==> config.mk <==
export PLATFORM = sky130hd
export DESIGN_NAME = lcd_irct_scheduler
export DESIGN_NICKNAME = d
export VERILOG_FILES = /design/src/rtl/lcd_irct_pkg.sv /design/src/rtl/lcd_irct_addr_gen.sv /design/src/rtl/lcd_irct_scheduler.sv
export SDC_FILE = /design/constraint.sdc
export NUM_CORES = 1
export LEC_CHECK = 0
export CELL_PAD_IN_SITES_DETAIL_PLACEMENT = 0
export CELL_PAD_IN_SITES_GLOBAL_PLACEMENT = 1
export CORE_AREA = 2 2 120 122
export CTS_CLUSTER_DIAMETER = 120
export DETAILED_ROUTE_END_ITERATION = 8
export DIE_AREA = 0 0 122 124
export PLACE_DENSITY = 0.93
export SLEW_MARGIN = 0
export SYNTH_ARGS = -nofsm -noshare
export SYNTH_HDL_FRONTEND = slang
export SYNTH_SLANG_ARGS = --single-unit
==> constraint.sdc <==
create_clock -name clk -period 8.7 [get_ports clk]
set_input_delay 2.61 -clock clk [delete_from_list [all_inputs] [get_ports clk]]
set_output_delay 2.61 -clock clk [all_outputs]
set_load 0.005 [all_outputs]
Fig. 1: sequential cells grouped by signal name
Scale bar: 20 µm. Other sequential cells in the stronger grey, the rest of the logic in the fainter grey.
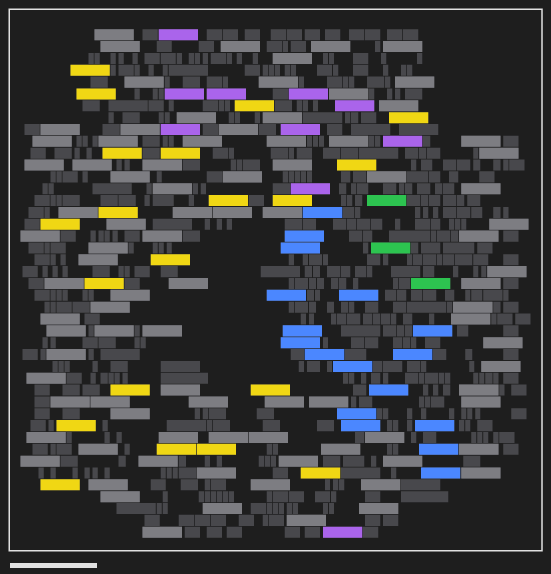
Purple marks `y0`, placed flops 10, where top middle. Blue marks `u_addr_gen.widx`, placed flops 17. Yellow marks `hold_cb`, placed flops 20. Green marks `state`, placed flops 3.
Another 90 sequential cells are not coloured.
Seq group: 1.09 mW
final core occ: 55.9%

Fig. 2: drive-strength map
Scale bar: 20 µm.
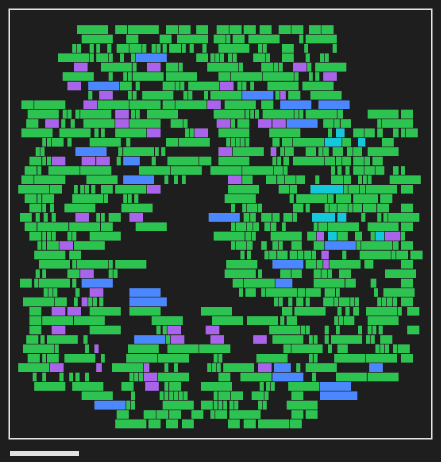
Cyan marks drive 3 to 4, cells 8. Blue marks drive 6 and up, cells 23. Purple marks drive 2, cells 50. Green marks drive 1 or less, cells 615.
Final Cell Area: 7670 µm²
Worst Setup Slack, final: 2690 ps

Fig. 3: clock wires, drivers and flops
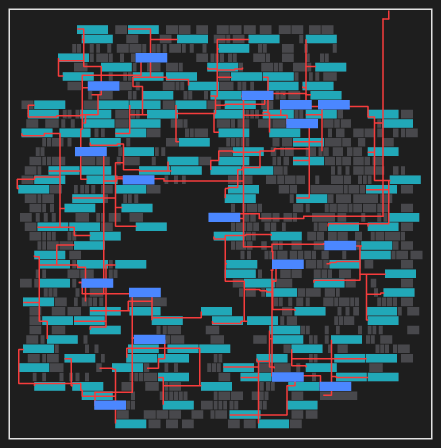
Red marks clock wires, length 1760 µm. Cyan marks flip-flops, count 140. Blue marks cells driving clock nets, count 17.
There are 18 routed clock nets.
Final Skew: 7.54 ps
power in the clock group: 0.700 mW
clock power share: 25.5%

Fig. 4: placement view
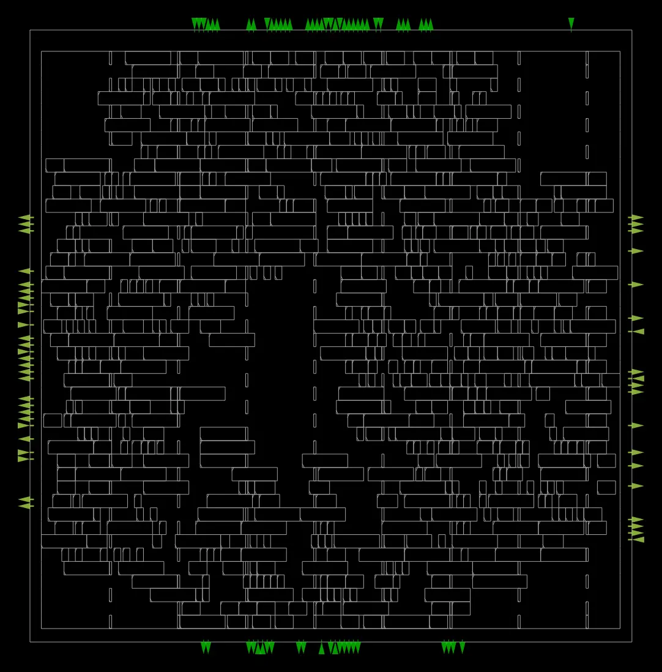
row cnt: 43
Layout fillers: 1189
Non-Filler Instances: 876
Seq/total area: 45.6%

==> ci_impl_report.md <==
## Implementation flow summary

| Metric | Value |
|---|---|
| Ys Warns | `0` |
| Reg2reg setup slack | `about 5200 ps` |
| CTS root buffer | `clkbuf_16` |
| Wl on met1 | `5860 µm` |
| Final Max Tran Viols | `0` |
| Fmax | `about 170 MHz` |
| Synthesized net count | `roughly 620` |
| Tcrit/Tclk final | `between 60% and 70%` |
| Gr ovfl total | `0` |
| Area of the multi-input gates | `around 2200 µm²` |
| Total of max-cap violations | `0` |
| Worst path depth | `9` |
| Yosys cell count | `592` |
| Ports | `105` |
| Worst Path Max Fanout | `17` |
| Post-synthesis sequential area ratio | `58.7%` |
| Min-Delay Path Class | `flop to flop` |
| Pin count of the biggest net entering global routing | `81` |
| Comb power frac | `34.8%` |
| Multi-In Gates | `402` |
| Fp util | `43.5%` |
| Mux area share | `7.72%` |
| Number of enable flip-flop cells | `0` |
| CP startpoint kind | `flop` |
| Worst-path clk slew | `60 ps` |
| Routed wl met2 | `6960 µm` |
| Pwr dens | `357 nW/µm²` |
| All-Layer GR Usage | `between 10% and 20%` |
| Nonclk buf count | `108` |
| Basic Gates by Area | `20.2%` |
| Final hold violation count | `0` |
| Ys async rst share | `100%` |
| Max power group | `registers` |
| Placed Cells incl. Taps | `844` |
| Top cell excl fill/tap | `nand2_1` |
| Post-DP HPWL | `8960 µm` |
| Cells after synthesis | `592` |
| Total power draw | `2.74 mW` |
| Chip width | `122 µm` |
| Cell count of the worst reg-to-reg path | `7` |
| Crit. End Element | `primary output` |
| Postcts setup bufs | `0` |
| Initial antenna violation count | `0` |
| Fraction of area in multi-input gates | `29.3%` |
| Outcome | `finished clean` |
| XOR Share, Synth | `3.52%` |
| RSZ-0062 raised after global routing | `no` |
| Die Ht | `124 µm` |
| Distinct lib cells used | `~58` |
| Sink Count | `140` |
Power is estimated from default activity; no workload was simulated.
